File: config.mk
export PLATFORM = sky130hd
export DESIGN_NAME = piso_tx
export DESIGN_NICKNAME = d
export VERILOG_FILES = /design/src/rtl/piso_tx_pkg.sv /design/src/rtl/tick_gen.sv /design/src/rtl/piso_tx.sv
export SDC_FILE = /design/constraint.sdc
export NUM_CORES = 1
export LEC_CHECK = 0
export ABC_AREA = 1
export CAP_MARGIN = 40
export CORE_MARGIN = 10
export CORE_UTILIZATION = 58
export DETAILED_ROUTE_END_ITERATION = 16
export PLACE_DENSITY = 0.78
export SYNTH_ARGS = -nofsm -noshare
export SYNTH_HDL_FRONTEND = slang
export SYNTH_HIERARCHICAL = 1
export SYNTH_SLANG_ARGS = --single-unit
export TNS_END_PERCENT = 5
File: constraint.sdc
create_clock -name clk -period 2.5 [get_ports clk]
set_input_delay 0.5 -clock clk [delete_from_list [all_inputs] [get_ports clk]]
set_output_delay 0.5 -clock clk [all_outputs]
set_load 0.02 [all_outputs]
File: src/rtl/piso_tx_pkg.sv
// Shared types and default sizing for the parallel-in/serial-out transmitter.
package piso_tx_pkg;

    localparam int DEF_WIDTH    = 4;
    localparam int DEF_DIV_BITS = 25;

    typedef enum logic {
        IDLE  = 1'b0,
        SHIFT = 1'b1
    } state_t;

endpackage

File: src/rtl/tick_gen.sv
// Bit-period divider: free-running up-counter that pulses tick on its terminal count.
module tick_gen #(
    parameter int DIV_BITS = 25
) (
    input  logic clk,
    input  logic rst,
    input  logic clr,
    input  logic en,
    output logic tick
);

    logic [DIV_BITS-1:0] r_count;

    always_ff @(posedge clk) begin
        if (rst || clr) begin
            r_count <= '0;
        end else if (en) begin
            r_count <= r_count + 1'b1;
        end
    end

    // Gated by en so a stale count can never fire a tick outside a frame.
    assign tick = en && (r_count == {DIV_BITS{1'b1}});

endmodule

File: src/rtl/piso_tx.sv
// Serializes a WIDTH-bit word MSB first, holding each bit for 2^DIV_BITS clocks.
module piso_tx
    import piso_tx_pkg::*;
#(
    parameter int WIDTH    = DEF_WIDTH,
    parameter int DIV_BITS = DEF_DIV_BITS
) (
    input  logic             clk,
    input  logic             rst,
    input  logic [WIDTH-1:0] din,
    input  logic             load,
    output logic             ready,
    output logic             sout,
    output logic             busy,
    output logic             done
);

    localparam int CNT_W = (WIDTH > 1) ? $clog2(WIDTH) : 1;

    state_t           r_state;
    state_t           w_nextState;
    logic [WIDTH-1:0] r_shift;
    logic [CNT_W-1:0] r_bitCnt;
    logic             w_accept;
    logic             w_tick;
    logic             w_lastBit;

    assign w_accept  = load && (r_state == IDLE);
    assign w_lastBit = (r_bitCnt == CNT_W'(WIDTH - 1));

    tick_gen #(
        .DIV_BITS (DIV_BITS)
    ) u_tickGen (
        .clk  (clk),
        .rst  (rst),
        .clr  (w_accept),
        .en   (r_state == SHIFT),
        .tick (w_tick)
    );

    always_ff @(posedge clk) begin
        if (rst) begin
            r_state <= IDLE;
        end else begin
            r_state <= w_nextState;
        end
    end

    always_comb begin
        w_nextState = r_state;
        case (r_state)
            IDLE:    if (load) w_nextState = SHIFT;
            SHIFT:   if (w_tick && w_lastBit) w_nextState = IDLE;
            default: w_nextState = IDLE;
        endcase
    end

    // The final tick leaves the shifter untouched; sout is masked by state instead.
    always_ff @(posedge clk) begin
        if (rst) begin
            r_shift  <= '0;
            r_bitCnt <= '0;
        end else if (w_accept) begin
            r_shift  <= din;
            r_bitCnt <= '0;
        end else if (r_state == SHIFT && w_tick && !w_lastBit) begin
            r_shift  <= r_shift << 1;
            r_bitCnt <= r_bitCnt + 1'b1;
        end
    end

    always_comb begin
        ready = (r_state == IDLE);
        busy  = (r_state == SHIFT);
        sout  = (r_state == SHIFT) && r_shift[WIDTH-1];
        done  = (r_state == SHIFT) && w_tick && w_lastBit;
    end

endmodule

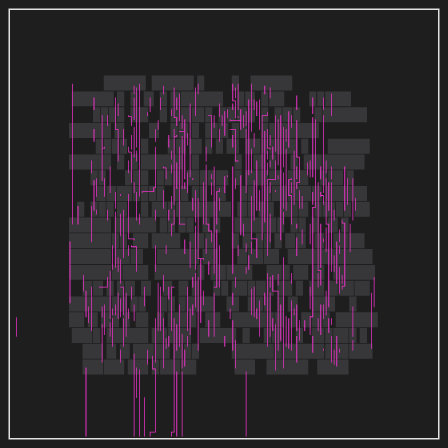
(images/met2.png)
Cells faint in the background.
share of all routed wire	46%
main direction	vertical
wire length on this layer	1600 um
longest straight run	24.1 um
met2 Use GR: 22.35%
vias: 1591
final wirelength: 3468 um

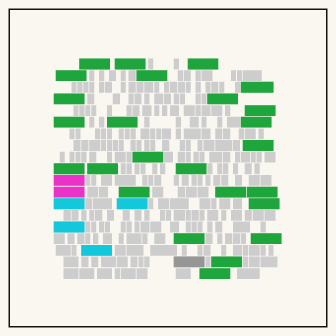
(images/registers.png)
netlist name	colour	flops
u_tickGen/r_count	green	25
r_bitCnt	magenta	2
r_shift	cyan	4
not coloured	1
Finished Core Util: 73.78%
P_seq: 518 uW
register share of the cell area: 31.55%
register area: 641.9 um^2

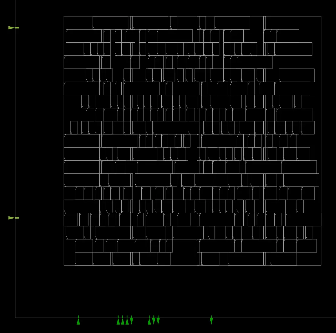
(images/final_placement.png)
fill count: 251
n_taps: 31
row count: 19
seq_cells: 32

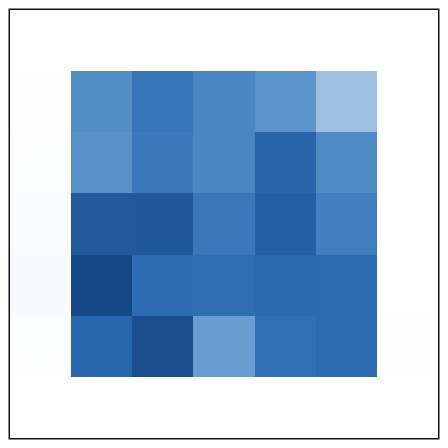
(images/density.png)
The die is cut into 7 by 7 equal tiles; white is low, dark blue is high, 0 to 100% covered.
emptiest ninth of the die	top right
nearly empty tiles	45%
tiles over 75% full	22%
fullest tile	90%
mean over tiles	37%
CORE AREA: 2758 um^2
FP Core Util: 60.89%

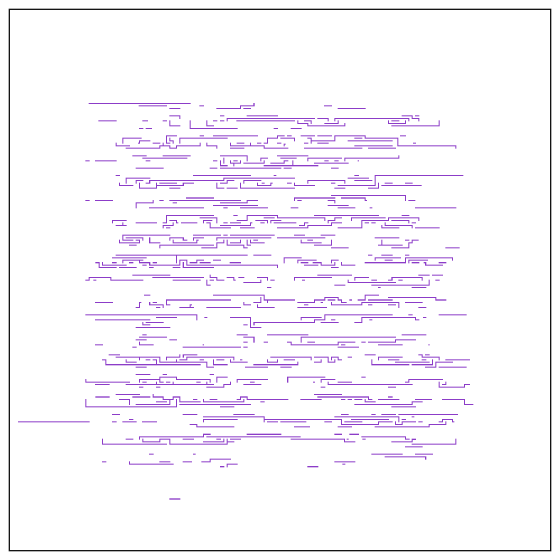
(images/met1.png)
wire length on this layer	1690 um
nets with wire on the layer	279
main direction	horizontal
met1 Resource Use GR: 17.49%

==> Changelog: implementation <==
### Changed

- Status: finished clean
- Ys async rst share: 0%
- Comb area share: between 40% and 50%
- Top-area cell type share of the netlist area: 38.15%
- Clock tree buffer depth: 2
- Yosys warns: 6
- Largest net degree at the start of global routing: 18
- Share of power burned in registers: about 58%
- NetSw: approximately 210 uW
- Initial detailed-routing violation count: 108
- Mapped Cells: ~250
- Crit path max-delay family: simple AND/OR/NAND/NOR gates
- Worst rel slew slack: around 50%
- Regs by FF count: u_tickGen/r_count: 25 flops, r_shift: 4 flops, r_bitCnt: 2 flops
- Hold endpoint: r_bitCnt[1]$_SDFFE_PP0P_
- Clock Tree Root: clkbuf_4
- Overall Global Routing Usage: 14.17%
- Yosys cell types: 26
- Comb power frac: about 8.1%
- Clock Power Share: between 30 and 40%
- Final worst slack: roughly 0.18 ns
- Die H: around 74 um
- Dominant synthesized flop cell: dfxtp_1
- Chip area: ~5400 um^2
- Inserted Diodes: 0
- Worst setup SP type: flop
- Final cell count without fillers: approximately 320
- Number of enable flip-flop cells: 0
- Cts hold-fix bufs: 0
- Fmax: between 400 and 500 MHz
- Register with the most flip-flops: u_tickGen/r_count
- Post-DRT Antenna Nets: 0
- Min-Delay Path Class: flop to flop
- Ports: 11
- Met2 Wirelength: approximately 1600 um
- CTS sink count: 32
- Worst Skew: 0.01324 ns
- Post-synth top cells: nand2_1, nor2_1, dfxtp_1
- Gr busiest metal: met2
- CP startpoint: u_tickGen/r_count[0]$_SDFFE_PP0P_
- Placed cells: about 310
- Die x size: 73.81 um
- Total power: between 800 and 900 uW
- Log Warnings: 26
- Mux area share: 0%
- Dpl hpwl: about 2700 um
- M1 WL: approximately 1700 um
- WL/cell: between 10 and 15 um
- Max Used Layer: met4
- Dominant class by area: multi-input combinational cells
- PD cells: around 440 nW/um^2
- Placed cell area: 1957 um^2
- Cells on worst reg2reg path: 6
- IO buf count: 10
- Clock group power: between 300 and 400 uW
- Worst path depth: 10
- First-pass GRT wire length: around 6300 um
- Peak supply drop: ~0.00045 V
- Worst-path clk slew: 0.09 ns
- Internal cell power: around 680 uW
- Met3 Wirelength: 160 um
- Yosys simple share: between 40% and 50%
- Dpl ws: -0.01494 ns
- P_comb: ~72 uW
- Worst-margin pin slew: about 0.73 ns
- Non-clock buffering overhead: about an eighth
- Final Hold Viols: 0
- Xor+xnor area frac: 1.043%
- TritonCTS clock tree: yes
- Largest stage delay, worst path: approximately 0.35 ns
- Slowest-stage cell, CP: dfxtp_1
- Vias in the first global route: 1512
- Final Setup Violations: 0
- Initial antenna violation count: 0
- H-tree Lvls: 2
- Min Tclk post-route: approximately 2.3 ns
- Via density: 4.956
- Met3 usage: 4.711%
- Largest power group: registers
- Synth Area in Adders: about 1.5%
- Final worst path period share: slightly above 90%
- Post-Syn Area per Cell: ~6.6 um^2
- Design area: roughly 2000 um^2
- CP endpoint kind: primary output
- Worst Hold Path Cells: 2
- Req. time, crit path: 2.00 ns
- Max-capacitance violation count: 0
- Combinational Gates: 191
Power and IR drop assume default switching activity.
